### src/rtl/ps2_key_decoder_pkg.sv
`default_nettype none
// ============================================================================
// Module   : tetris_ps2_pkg
// Brief    : Shared PS/2 receiver types, prefix bytes and game key scan codes.
// Revision : 1.0 - initial release
// ============================================================================
package tetris_ps2_pkg;

    // Bit-level receiver states.
    typedef enum logic [1:0] {
        ST_IDLE   = 2'd0,
        ST_DATA   = 2'd1,
        ST_PARITY = 2'd2,
        ST_STOP   = 2'd3
    } rx_state_t;

    // Scan code set 2 prefix bytes.
    localparam logic [7:0] PS2_EXT = 8'hE0;
    localparam logic [7:0] PS2_BRK = 8'hF0;

    // Game keys; the arrow codes arrive behind an E0 prefix.
    localparam logic [7:0] KEY_W     = 8'h1D;
    localparam logic [7:0] KEY_A     = 8'h1C;
    localparam logic [7:0] KEY_S     = 8'h1B;
    localparam logic [7:0] KEY_D     = 8'h23;
    localparam logic [7:0] KEY_LEFT  = 8'h6B;
    localparam logic [7:0] KEY_RIGHT = 8'h74;
    localparam logic [7:0] KEY_UP    = 8'h75;
    localparam logic [7:0] KEY_DOWN  = 8'h72;

endpackage
`default_nettype wire

### src/rtl/ps2_key_decoder_if.sv
`default_nettype none
// ============================================================================
// Module   : ps2_key_decoder_if
// Brief    : PS/2 pin pair plus decoded key event bus.
// Revision : 1.0 - initial release
// ============================================================================
interface ps2_key_decoder_if;

    logic       ps2Clk;
    logic       ps2Data;
    logic       valid;
    logic       makeBreak;
    logic [7:0] outCode;
    logic       extended;
    logic       frameError;

    // Decoder side: samples the pins, produces key events.
    modport master (
        input  ps2Clk,
        input  ps2Data,
        output valid,
        output makeBreak,
        output outCode,
        output extended,
        output frameError
    );

    // Keyboard / consumer side.
    modport slave (
        output ps2Clk,
        output ps2Data,
        input  valid,
        input  makeBreak,
        input  outCode,
        input  extended,
        input  frameError
    );

endinterface
`default_nettype wire

### src/rtl/ps2_frame_rx.sv
`default_nettype none
// ============================================================================
// Module   : ps2_frame_rx
// Brief    : PS/2 bit-level receiver: synchronizers, frame FSM, odd parity
//            and stop-bit check, inactivity timeout.
// Revision : 1.0 - initial release
// ============================================================================
module ps2_frame_rx
    import tetris_ps2_pkg::*;
#(
    parameter int TIMEOUT_CYCLES = 50000
) (
    input  wire logic       clk,
    input  wire logic       reset,
    input  wire logic       ps2Clk,
    input  wire logic       ps2Data,
    output logic      [7:0] rxByte,
    output logic            byteValid,
    output logic            frameError
);

    localparam int                 c_TMO_W    = (TIMEOUT_CYCLES > 1) ? $clog2(TIMEOUT_CYCLES) : 1;
    localparam logic [c_TMO_W-1:0] c_TMO_LAST = c_TMO_W'(TIMEOUT_CYCLES - 1);

    logic               r_clk_s1, r_clk_s2, r_clk_s3;
    logic               r_dat_s1, r_dat_s2;
    rx_state_t          r_state, w_next_state;
    logic [2:0]         r_bit_cnt;
    logic [7:0]         r_shift;
    logic               r_parity;
    logic [c_TMO_W-1:0] r_tmo;
    logic               w_fall;
    logic               w_timeout;
    logic               w_accept;
    logic               w_reject;

    // Falling edge of the synchronized keyboard clock.
    assign w_fall    = ~r_clk_s2 & r_clk_s3;
    // A fall in the same cycle restarts the window instead of aborting.
    assign w_timeout = (r_state != ST_IDLE) && !w_fall && (r_tmo == c_TMO_LAST);
    assign rxByte    = r_shift;

    // Two-stage synchronizers plus one edge-detect stage; idle bus is high.
    always_ff @(posedge clk) begin
        if (!reset) begin
            r_clk_s1 <= 1'b1;
            r_clk_s2 <= 1'b1;
            r_clk_s3 <= 1'b1;
            r_dat_s1 <= 1'b1;
            r_dat_s2 <= 1'b1;
        end else begin
            r_clk_s1 <= ps2Clk;
            r_clk_s2 <= r_clk_s1;
            r_clk_s3 <= r_clk_s2;
            r_dat_s1 <= ps2Data;
            r_dat_s2 <= r_dat_s1;
        end
    end

    // Frame state register.
    always_ff @(posedge clk) begin
        if (!reset) r_state <= ST_IDLE;
        else        r_state <= w_next_state;
    end

    // Next-state logic: advance only on keyboard clock falls.
    always_comb begin
        w_next_state = r_state;
        if (w_timeout) begin
            w_next_state = ST_IDLE;
        end else if (w_fall) begin
            case (r_state)
                ST_IDLE:   if (!r_dat_s2) w_next_state = ST_DATA;
                ST_DATA:   if (r_bit_cnt == 3'd7) w_next_state = ST_PARITY;
                ST_PARITY: w_next_state = ST_STOP;
                ST_STOP:   w_next_state = ST_IDLE;
                default:   w_next_state = ST_IDLE;
            endcase
        end
    end

    // Stop-bit verdict: good stop bit and odd parity over data plus parity.
    always_comb begin
        w_accept = 1'b0;
        w_reject = 1'b0;
        if (r_state == ST_STOP && w_fall) begin
            if (r_dat_s2 && (^{r_shift, r_parity})) w_accept = 1'b1;
            else                                     w_reject = 1'b1;
        end
    end

    // Shift register, bit counter, timeout counter and registered pulses.
    always_ff @(posedge clk) begin
        if (!reset) begin
            r_bit_cnt  <= 3'd0;
            r_shift    <= 8'h00;
            r_parity   <= 1'b0;
            r_tmo      <= '0;
            byteValid  <= 1'b0;
            frameError <= 1'b0;
        end else begin
            byteValid  <= w_accept;
            frameError <= w_reject | w_timeout;

            if (w_fall || w_timeout || r_state == ST_IDLE) r_tmo <= '0;
            else                                           r_tmo <= r_tmo + c_TMO_W'(1);

            if (w_timeout) begin
                r_bit_cnt <= 3'd0;
            end else if (w_fall) begin
                case (r_state)
                    ST_IDLE: r_bit_cnt <= 3'd0;
                    ST_DATA: begin
                        r_shift   <= {r_dat_s2, r_shift[7:1]};
                        r_bit_cnt <= r_bit_cnt + 3'd1;
                    end
                    ST_PARITY: r_parity <= r_dat_s2;
                    default:   r_bit_cnt <= 3'd0;
                endcase
            end
        end
    end

endmodule
`default_nettype wire

### src/rtl/ps2_key_decoder.sv
`default_nettype none
// ============================================================================
// Module   : ps2_key_decoder
// Brief    : PS/2 keyboard decoder; folds E0/F0 prefixes into one key event
//            with make/break and extended flags.
// Revision : 1.0 - initial release
// ============================================================================
module ps2_key_decoder
    import tetris_ps2_pkg::*;
#(
    parameter int TIMEOUT_CYCLES = 50000
) (
    input  wire logic         clk,
    input  wire logic         reset,
    ps2_key_decoder_if.master bus
);

    logic [7:0] w_rx_byte;
    logic       w_rx_valid;
    logic       w_rx_error;
    logic       r_brk;
    logic       r_ext;
    logic       r_valid;
    logic       r_make_break;
    logic [7:0] r_out_code;
    logic       r_extended;
    logic       r_frame_error;

    ps2_frame_rx #(
        .TIMEOUT_CYCLES (TIMEOUT_CYCLES)
    ) u_rx (
        .clk        (clk),
        .reset      (reset),
        .ps2Clk     (bus.ps2Clk),
        .ps2Data    (bus.ps2Data),
        .rxByte     (w_rx_byte),
        .byteValid  (w_rx_valid),
        .frameError (w_rx_error)
    );

    assign bus.valid      = r_valid;
    assign bus.makeBreak  = r_make_break;
    assign bus.outCode    = r_out_code;
    assign bus.extended   = r_extended;
    assign bus.frameError = r_frame_error;

    // Prefix tracking and event output; an error drops any pending prefix.
    always_ff @(posedge clk) begin
        if (!reset) begin
            r_brk         <= 1'b0;
            r_ext         <= 1'b0;
            r_valid       <= 1'b0;
            r_make_break  <= 1'b0;
            r_out_code    <= 8'h00;
            r_extended    <= 1'b0;
            r_frame_error <= 1'b0;
        end else begin
            r_valid       <= 1'b0;
            r_frame_error <= w_rx_error;
            if (w_rx_error) begin
                r_brk <= 1'b0;
                r_ext <= 1'b0;
            end else if (w_rx_valid) begin
                case (w_rx_byte)
                    PS2_EXT: r_ext <= 1'b1;
                    PS2_BRK: r_brk <= 1'b1;
                    default: begin
                        r_valid      <= 1'b1;
                        r_out_code   <= w_rx_byte;
                        r_make_break <= ~r_brk;
                        r_extended   <= r_ext;
                        r_brk        <= 1'b0;
                        r_ext        <= 1'b0;
                    end
                endcase
            end
        end
    end

endmodule
`default_nettype wire

### src/flat_wrapper.sv
// flat-port wrapper written by rule: the top's interface ports become plain ports
module ps2_key_decoder_flat import tetris_ps2_pkg::*;
#(
    parameter int TIMEOUT_CYCLES = 50000
)
  (clk, reset, bus_ps2Clk, bus_ps2Data, bus_valid, bus_makeBreak, bus_outCode, bus_extended, bus_frameError);
  ps2_key_decoder_if bus_i ();
  input  wire logic clk;
  input  wire logic reset;
  input wire logic [$bits(bus_i.ps2Clk)-1:0] bus_ps2Clk;
  input wire logic [$bits(bus_i.ps2Data)-1:0] bus_ps2Data;
  output wire logic [$bits(bus_i.valid)-1:0] bus_valid;
  output wire logic [$bits(bus_i.makeBreak)-1:0] bus_makeBreak;
  output wire logic [$bits(bus_i.outCode)-1:0] bus_outCode;
  output wire logic [$bits(bus_i.extended)-1:0] bus_extended;
  output wire logic [$bits(bus_i.frameError)-1:0] bus_frameError;
  assign bus_i.ps2Clk = bus_ps2Clk;
  assign bus_i.ps2Data = bus_ps2Data;
  assign bus_valid = bus_i.valid;
  assign bus_makeBreak = bus_i.makeBreak;
  assign bus_outCode = bus_i.outCode;
  assign bus_extended = bus_i.extended;
  assign bus_frameError = bus_i.frameError;
  ps2_key_decoder #(.TIMEOUT_CYCLES(TIMEOUT_CYCLES)) u_core (.clk(clk), .reset(reset), .bus(bus_i));
endmodule
### config.mk
export PLATFORM = sky130hd
export DESIGN_NAME = ps2_key_decoder_flat
export DESIGN_NICKNAME = d
export VERILOG_FILES = /design/src/rtl/ps2_key_decoder_pkg.sv /design/src/rtl/ps2_key_decoder_if.sv /design/src/rtl/ps2_frame_rx.sv /design/src/rtl/ps2_key_decoder.sv /design/src/flat_wrapper.sv
export SDC_FILE = /design/constraint.sdc
export NUM_CORES = 1
export LEC_CHECK = 0
export CAP_MARGIN = 15
export CORE_ASPECT_RATIO = 0.8
export CORE_MARGIN = 8
export CORE_UTILIZATION = 45
export DETAILED_ROUTE_END_ITERATION = 10
export HOLD_SLACK_MARGIN = 0.15
export PLACE_DENSITY = 0.65
export SLEW_MARGIN = 20
export SYNTH_ARGS = -nofsm -noshare
export SYNTH_HDL_FRONTEND = slang
export SYNTH_HIERARCHICAL = 1
export SYNTH_SLANG_ARGS = --single-unit
export TNS_END_PERCENT = 50
### constraint.sdc
create_clock -name clk -period 3.99 [get_ports clk]
set_input_delay 0.798 -clock clk [delete_from_list [all_inputs] [get_ports clk]]
set_output_delay 0.798 -clock clk [all_outputs]
set_load 0.02 [all_outputs]
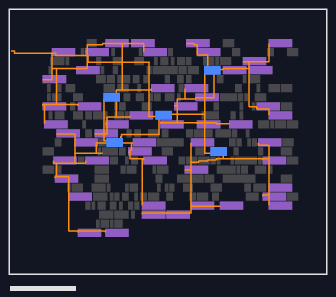
*Routed clock nets over the placement, run 1*
The bar under the picture is 20 um long.
legend:
  clock wires:
    colour: orange
    length: 589 um
  flip-flops:
    colour: purple
    count: 51
  clock-net drivers:
    colour: blue
    count: 5
routed clock nets: 6

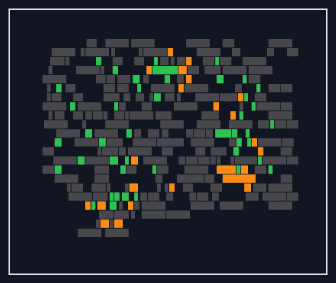
*Selected gate families, run 1*
legend:
  nand cells:
    colour: green
    cells: 44
  aoi and oai cells:
    colour: orange
    cells: 23

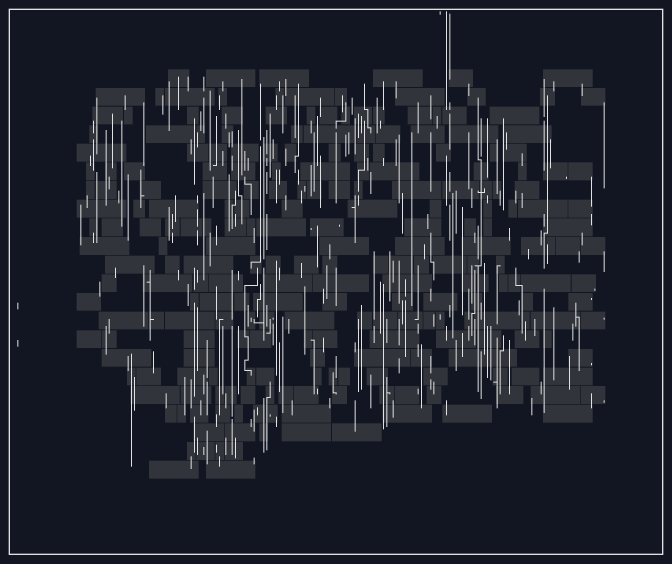
*Metal 2, run 1*
share of all routed wire: 42%
longest straight run: 25.2 um
wire length on this layer: 1570 um

==> results.txt, run 1 <==
Kind of cell adding the most delay to the critical path: buffers and inverters
Worst path required time: 4.21 ns
Util after Layout: 0.517
Multiplexer share: 0.0666
Startpoint class of the critical path: input pin
Clock latency of the later-clocked register in the worst-skew pair: 0.29 ns
Int Power: 655 uW
Hold crit path type: reg -> reg
Transition at the pin with the smallest max-transition slack: 0.621 ns
Critical Path Stages: 4
Fraction of final layout cells sized beyond drive strength 1: 0.0905
Vias per cell: 5.15
Via count of the first global-routing pass: 1443
Reported clock group power: 293 uW
Number of flip-flops in the largest register: 16
Seq. cell area: 1020 um2
Chip Area: 7550 um2
Clock group share of total power: 0.356
Logic gate share of total power: 0.021
Combinational gate area: 1180 um2
Non-filler instance count after layout: 305
Final tally of hold violations: 0
Total iterations of the first detailed-routing run: 4
Flip-flop and latch count: 51
Critical path capture point: u_core/u_rx/r_tmo[14]
Dominant cell area share: 0.453
Global-route wire length before repair: 6480 um
Fraction of synthesis flops using an asynchronous set or reset pin: 0
Share of total power consumed by net switching: 0.203
Top Consumer: registers
Total power divided by cell area: 323 nW/um2
Quantity of I/O buffers inserted on ports: 15
Switching component of the power: 167 uW
Setup Slack @ Placement: 1.46 ns
Wl on met1: 1950 um
Sequential fraction of design power: 0.623
Number of register bits inferred by synthesis: 51
Count of library flops with an enable pin: 0
Main combinational cell family by area after synthesis: simple AND/OR/NAND/NOR gates
Buffers, non-clock: 16
Maximum Capacitance Violations: 0
Number of warnings in the stage logs: 29
Overall via count from detail_route: 1570
Leading post-synthesis cells by cell area: sky130_fd_sc_hd__dfxtp_1, sky130_fd_sc_hd__mux2i_1, sky130_fd_sc_hd__ha_1
Net count entering floorplan: 237
Cell with the most instances after synthesis: sky130_fd_sc_hd__dfxtp_1
Worst Reg2Reg Path Length in Cells: 5
Complex-gate fraction of the synthesized area: 0.0832
Top layer reached by signal wires: met4
Total of endpoints with negative setup slack in the final report: 0
Comb area share: 0.462
Dominant register cell in the synthesized netlist: sky130_fd_sc_hd__dfxtp_1
Fill count: 453
Relative slew slack: 0.582
Drc violations: 0
Boundary Pins: 16
Area fraction in and, or, nand and nor cells after synthesis: 0.259
Worst r2r src: u_core/u_rx/r_tmo[0]
CTS clk-pin slew, worst paths: 0.09 ns
Synth top cells by count: sky130_fd_sc_hd__dfxtp_1, sky130_fd_sc_hd__nor2_1, sky130_fd_sc_hd__nand2_1
Peak VDD IR: 0.179 mV
Post-synth seq share: 0.453
Slew Viols, Final: 0
Slowest Stage Delay on Critical Path: 0.53 ns
Maximum root-to-sink buffer count: 2
Status: complete, no violations
Launch point of the critical path: reset
Routed length on met3: 194 um
Most frequent logic cell in the layout: sky130_fd_sc_hd__dfxtp_1
Clock-cell share: 0.0344
LEAKAGE: 0.000963 uW
Placed Cells: 298
Sequential cell area share: 0.401
Chip Area, Yosys: 2250 um2
Worst hold slack after final layout: 0.409 ns
Clock Sink Count: 51
Cell area after layout: 2550 um2
Number of warning messages in the yosys log: 6
Root Driver: sky130_fd_sc_hd__clkbuf_8
Largest net degree at the start of global routing: 42
CTS H-tree depth: 2
Cell depth of the worst min-delay path: 1
All-layer global routing usage: 0.106
Placed cell areas: 2460 um2
Area growth from synthesis to layout: 12.9%
Combinational power: 16.9 uW
CTS tree: done
Count of hold buffers inserted by post-cts repair: 0
DRC violation total after the first TritonRoute iteration: 81
Number of distinct standard cells referenced by the synthesized netlist: 45
Antenna violations before repair: 0
Slowest stage cell, crit path: sky130_fd_sc_hd__nand3_1
Instance count of the mapped netlist: 226
Met1 usage: 0.136
Total core area: 4920 um2
Die boundary height: 79.3 um
Largest area contributor in the synthesized netlist: sky130_fd_sc_hd__dfxtp_1
Total setup buffers inserted after CTS: 0
Worst hold path endpoint: u_core/u_rx/r_dat_s2
Smallest setup slack after layout: 1.82 ns
Final worst path period share: 0.545
DP HPWL: 2610 um
Number of cell instances after yosys synthesis: 226
Non-clock inverter instance count of the final layout: 7
Worst path bufs/invs: 2
Number of gates resized after CTS: 0
DRT antenna net count: 0
Most frequent cells in the layout: sky130_fd_sc_hd__dfxtp_1, sky130_fd_sc_hd__nor2_1, sky130_fd_sc_hd__nand2_1
Kind of critical path: in -> reg
Met3 usage: 0.0292
NumNets Final: 254
Average routed wire per standard cell: 12.2 um
Global-route track usage on met2: 0.165
Avg Synthesized Cell Area: 9.98 um2
Final Total Pwr: 822 uW
Area fraction in full adders, half adders and majority gates: 0.0388
Post-Route Setup TNS: 0 ns
Achievable clock frequency: 460 MHz
Number of tap cells added at floorplan: 62
Global route total overflow: 0
XOR Share, Synth: 0.0744
Number of multi-input combinational cells in the layout: 162
### Cell classes on the final placement, run 1

The bar under the picture is 20 um long.
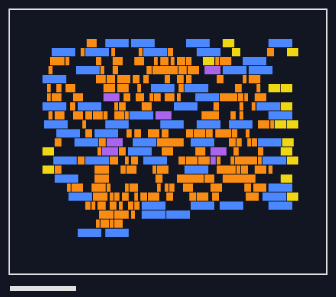

## Run 2: what changed since run 1
--- a/config.mk
+++ b/config.mk
@@ -11,7 +11,7 @@
 export CORE_UTILIZATION = 45
 export DETAILED_ROUTE_END_ITERATION = 10
 export HOLD_SLACK_MARGIN = 0.15
-export PLACE_DENSITY = 0.65
+export PLACE_DENSITY = 0.67
 export SLEW_MARGIN = 20
 export SYNTH_ARGS = -nofsm -noshare
 export SYNTH_HDL_FRONTEND = slang
==> constraint.sdc (replaced) <==
create_clock -name clk -period 1.7 [get_ports clk]
set_input_delay 0.34 -clock clk [delete_from_list [all_inputs] [get_ports clk]]
set_output_delay 0.34 -clock clk [all_outputs]
set_load 0.02 [all_outputs]
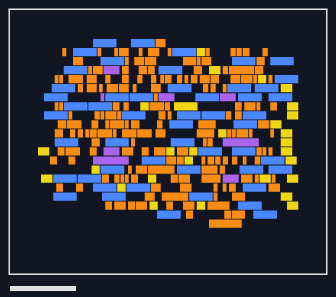
*Cell classes on the final placement, run 2*
The bar under the picture is 20 um long.
legend:
  registers:
    colour: blue
    cells: 51
    share_of_their_area: 39%
  remaining buffers and delay cells:
    colour: yellow
    cells: 28
    share_of_their_area: 9.9%
  remaining logic cells:
    colour: orange
    cells: 169
    share_of_their_area: 46%
  clock drivers and dummy loads:
    colour: purple
    cells: 8
    share_of_their_area: 5.1%

==> results.txt, run 2 <==
Status: complete, no violations
All-layer global routing usage: 0.113
Worst Reg2Reg Path Length in Cells: 5
Global-route wire length before repair: 6950 um
Avg Synthesized Cell Area: 9.98 um2
Comb area share: 0.438
Chip Area, Yosys: 2250 um2
Final tally of hold violations: 0
Worst Hold Launch: u_core/u_rx/r_dat_s1
Largest net degree at the start of global routing: 22
Peak VDD IR: 0.597 mV
Total power divided by cell area: 820 nW/um2
Register with the highest flop count: u_core/u_rx/r_tmo
Clock latency of the later-clocked register in the worst-skew pair: 0.30 ns
Sequential fraction of design power: 0.543
Hold crit path type: reg -> reg
Number of gates resized after CTS: 0
Complex-gate fraction of the synthesized area: 0.0832
DRT antenna net count: 0
Int Power: 1810 uW
Smallest setup slack after layout: 0.114 ns
Quantity of I/O buffers inserted on ports: 15
Multiplexer share: 0.0666
Fraction of final layout cells sized beyond drive strength 1: 0.141
Buffers, non-clock: 28
Final Total Pwr: 2210 uW
NumNets Final: 266
Cell with the most instances after synthesis: sky130_fd_sc_hd__dfxtp_1
Final worst path period share: 0.933
Wl on met1: 2110 um
Global route total overflow: 0
Synth top cells by count: sky130_fd_sc_hd__dfxtp_1, sky130_fd_sc_hd__nor2_1, sky130_fd_sc_hd__nand2_1
Kind of cell adding the most delay to the critical path: buffers and inverters
Area growth from synthesis to layout: 19.8%
Area fraction in and, or, nand and nor cells after synthesis: 0.259
Overall via count from detail_route: 1602
Largest area contributor in the synthesized netlist: sky130_fd_sc_hd__dfxtp_1
Slowest Stage Delay on Critical Path: 0.61 ns
CTS clk-pin slew, worst paths: 0.08 ns
Fraction of synthesis flops using an asynchronous set or reset pin: 0
Flip-flop and latch count: 51
Worst hold path endpoint: u_core/u_rx/r_dat_s2
Number of tap cells added at floorplan: 62
Combinational power: 47.8 uW
Post-synth seq share: 0.453
Maximum root-to-sink buffer count: 2
Cell area after layout: 2700 um2
Routed length on met3: 245 um
Achievable clock frequency: 631 MHz
Sequential cell area share: 0.378
Maximum Capacitance Violations: 0
Util after Layout: 0.549
Number of flip-flops in the largest register: 16
Number of multi-input combinational cells in the layout: 162
Count of library flops with an enable pin: 0
Switching component of the power: 403 uW
Non-clock inverter instance count of the final layout: 7
Startpoint class of the critical path: flop
Instance count of the mapped netlist: 226
Cell class with the largest area share: multi-input combinational cells
Count of hold buffers inserted by post-cts repair: 0
Total iterations of the first detailed-routing run: 4
Total of endpoints with negative setup slack in the final report: 0
DRC violation total after the first TritonRoute iteration: 58
Top layer reached by signal wires: met4
XOR Share, Synth: 0.0744
Number of distinct standard cells referenced by the synthesized netlist: 45
Fill count: 435
Dominant register cell in the synthesized netlist: sky130_fd_sc_hd__dfxtp_1
Critical Path Stages: 1
Number of warning messages in the yosys log: 6
Chip Area: 7550 um2
Top Consumer: registers
Transition at the pin with the smallest max-transition slack: 0.414 ns
Number of cell instances after yosys synthesis: 226
Reported clock group power: 964 uW
Total setup buffers inserted after CTS: 0
Vias per cell: 5.04
Clock-cell share: 0.0491
Number of register bits inferred by synthesis: 51
Worst r2r src: u_core/u_rx/r_tmo[0]
Seq. cell area: 1020 um2
Met3 usage: 0.0330
Post-Route Setup TNS: 0 ns
Kind of critical path: reg -> out
Clock Sink Count: 51
Critical path capture point: bus_extended
Via count of the first global-routing pass: 1472
Combinational gate area: 1180 um2
Area fraction in full adders, half adders and majority gates: 0.0388
Antenna violations before repair: 0
Dominant cell area share: 0.453
CTS H-tree depth: 2
Die boundary height: 79.3 um
Worst path bufs/invs: 1
Drc violations: 0
Setup Slack @ Placement: 0.102 ns
Boundary Pins: 16
Slowest stage cell, crit path: sky130_fd_sc_hd__clkdlybuf4s50_1
LEAKAGE: 0.00105 uW
DP HPWL: 2890 um
Most frequent cells in the layout: sky130_fd_sc_hd__dfxtp_1, sky130_fd_sc_hd__nor2_1, sky130_fd_sc_hd__nand2_1
Leading post-synthesis cells by cell area: sky130_fd_sc_hd__dfxtp_1, sky130_fd_sc_hd__mux2i_1, sky130_fd_sc_hd__ha_1
Cell depth of the worst min-delay path: 1
Logic gate share of total power: 0.022
CTS tree: done
Global-route track usage on met2: 0.158
Launch point of the critical path: u_core/bus.extended
Non-filler instance count after layout: 318
Placed cell areas: 2560 um2
Net count entering floorplan: 237
Slew Viols, Final: 0
Met1 usage: 0.161
Worst path required time: 1.36 ns
Total number of placement rows: 23
Main combinational cell family by area after synthesis: simple AND/OR/NAND/NOR gates
Number of warnings in the stage logs: 29
Placed Cells: 310
Average routed wire per standard cell: 12.6 um
Share of total power consumed by net switching: 0.182
Clock group share of total power: 0.435
Relative slew slack: 0.723
Total core area: 4920 um2
Worst hold slack after final layout: 0.416 ns
Most frequent logic cell in the layout: sky130_fd_sc_hd__dfxtp_1
Root Driver: sky130_fd_sc_hd__clkbuf_8
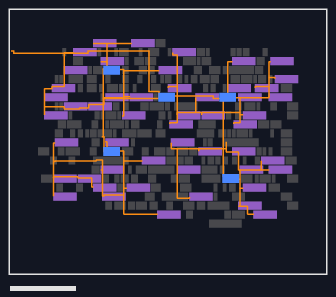
*Routed clock nets over the placement, run 2*
The bar under the picture is 20 um long.
legend:
  clock wires:
    colour: orange
    length: 554 um
  flip-flops:
    colour: purple
    count: 51
  clock-net drivers:
    colour: blue
    count: 5
routed clock nets: 6

### Metal 2, run 2

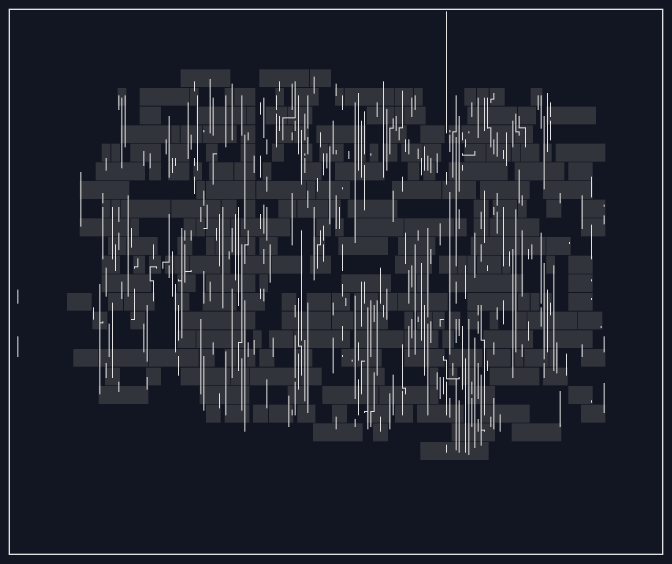

## Run 3: what changed since run 2
--- a/config.mk
+++ b/config.mk
@@ -7,7 +7,7 @@
 export LEC_CHECK = 0
 export CAP_MARGIN = 15
 export CORE_ASPECT_RATIO = 0.8
-export CORE_MARGIN = 8
+export CORE_MARGIN = 3
 export CORE_UTILIZATION = 45
 export DETAILED_ROUTE_END_ITERATION = 10
 export HOLD_SLACK_MARGIN = 0.15
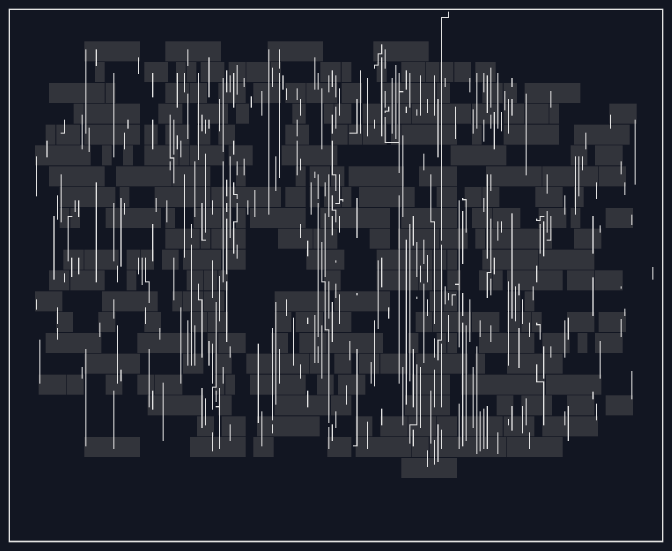
*Metal 2, run 3*
main direction: vertical
longest straight run: 29.1 um
share of all routed wire: 41%

==> results.txt, run 3 <==
Slowest Stage Delay on Critical Path: 0.60 ns
Via count of the first global-routing pass: 1514
Util after Layout: 0.568
Switching component of the power: 409 uW
Clock latency of the later-clocked register in the worst-skew pair: 0.29 ns
Critical path capture point: bus_outCode[7]
Buffers, non-clock: 29
Met3 usage: 0.0392
Count of library flops with an enable pin: 0
Final worst path period share: 0.927
Average routed wire per standard cell: 12.2 um
CTS H-tree depth: 2
Net count entering floorplan: 237
Achievable clock frequency: 635 MHz
Dominant cell area share: 0.453
Number of distinct standard cells referenced by the synthesized netlist: 45
Setup Slack @ Placement: 0.109 ns
Total iterations of the first detailed-routing run: 4
Number of register bits inferred by synthesis: 51
NumNets Final: 267
Fraction of synthesis flops using an asynchronous set or reset pin: 0
Boundary Pins: 16
Status: complete, no violations
Number of warnings in the stage logs: 29
Slew Viols, Final: 0
Seq. cell area: 1020 um2
Logic gate share of total power: 0.024
Reported clock group power: 812 uW
Comb area share: 0.441
Peak VDD IR: 0.650 mV
Fraction of final layout cells sized beyond drive strength 1: 0.141
Total setup buffers inserted after CTS: 0
Transition at the pin with the smallest max-transition slack: 0.415 ns
Post-synth seq share: 0.453
Smallest setup slack after layout: 0.124 ns
Synth top cells by count: sky130_fd_sc_hd__dfxtp_1, sky130_fd_sc_hd__nor2_1, sky130_fd_sc_hd__nand2_1
Total core area: 4710 um2
Cell class with the largest area share: multi-input combinational cells
Number of gates resized after CTS: 0
Worst path bufs/invs: 1
Top Consumer: registers
Flip-flop and latch count: 51
Quantity of I/O buffers inserted on ports: 15
Total power divided by cell area: 771 nW/um2
Register with the highest flop count: u_core/u_rx/r_tmo
XOR Share, Synth: 0.0744
Avg Synthesized Cell Area: 9.98 um2
Non-clock inverter instance count of the final layout: 7
Routed length on met3: 165 um
Combinational power: 48.6 uW
Combinational gate area: 1180 um2
Cell depth of the worst min-delay path: 1
Largest area contributor in the synthesized netlist: sky130_fd_sc_hd__dfxtp_1
Total of endpoints with negative setup slack in the final report: 0
Startpoint class of the critical path: flop
Number of cell instances after yosys synthesis: 226
Area growth from synthesis to layout: 18.6%
Most frequent logic cell in the layout: sky130_fd_sc_hd__dfxtp_1
Final tally of hold violations: 0
Instance count of the mapped netlist: 226
Number of warning messages in the yosys log: 6
Hold crit path type: reg -> reg
Worst path required time: 1.36 ns
Worst hold slack after final layout: 0.413 ns
DP HPWL: 2880 um
Slowest stage cell, crit path: sky130_fd_sc_hd__clkdlybuf4s50_1
Worst r2r src: u_core/u_rx/r_tmo[0]
Complex-gate fraction of the synthesized area: 0.0832
Maximum Capacitance Violations: 0
Overall via count from detail_route: 1607
Cell area after layout: 2680 um2
Launch point of the critical path: u_core/bus.outCode[7]
Root Driver: sky130_fd_sc_hd__clkbuf_8
Kind of critical path: reg -> out
Clock group share of total power: 0.394
Vias per cell: 5.09
Chip Area, Yosys: 2250 um2
Clock-cell share: 0.0398
Top layer reached by signal wires: met4
Placed cell areas: 2570 um2
LEAKAGE: 0.00104 uW
Global route total overflow: 0
Int Power: 1650 uW
DRC violation total after the first TritonRoute iteration: 79
Share of total power consumed by net switching: 0.198
Sequential cell area share: 0.382
Met1 usage: 0.212
Non-filler instance count after layout: 316
Number of multi-input combinational cells in the layout: 162
Final Total Pwr: 2060 uW
Number of flip-flops in the largest register: 16
Area fraction in full adders, half adders and majority gates: 0.0388
Main combinational cell family by area after synthesis: simple AND/OR/NAND/NOR gates
Dominant register cell in the synthesized netlist: sky130_fd_sc_hd__dfxtp_1
Placed Cells: 309
Critical Path Stages: 1
Global-route wire length before repair: 6870 um
Area fraction in and, or, nand and nor cells after synthesis: 0.259
Multiplexer share: 0.0666
Wl on met1: 2100 um
Kind of cell adding the most delay to the critical path: buffers and inverters
Worst hold path endpoint: u_core/u_rx/r_clk_s2
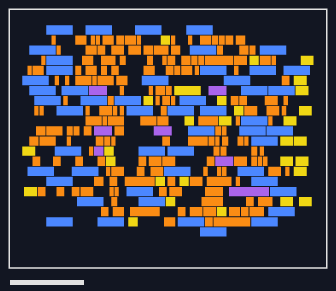
*Cell classes on the final placement, run 3*
The bar under the picture is 20 um long.
legend:
  registers:
    colour: blue
    cells: 51
    share_of_their_area: 39%
  clock drivers and dummy loads:
    colour: purple
    cells: 7
    share_of_their_area: 4.1%
  remaining logic cells:
    colour: orange
    cells: 169
    share_of_their_area: 46%
  remaining buffers and delay cells:
    colour: yellow
    cells: 29
    share_of_their_area: 10%

Power and IR drop assume default switching activity.
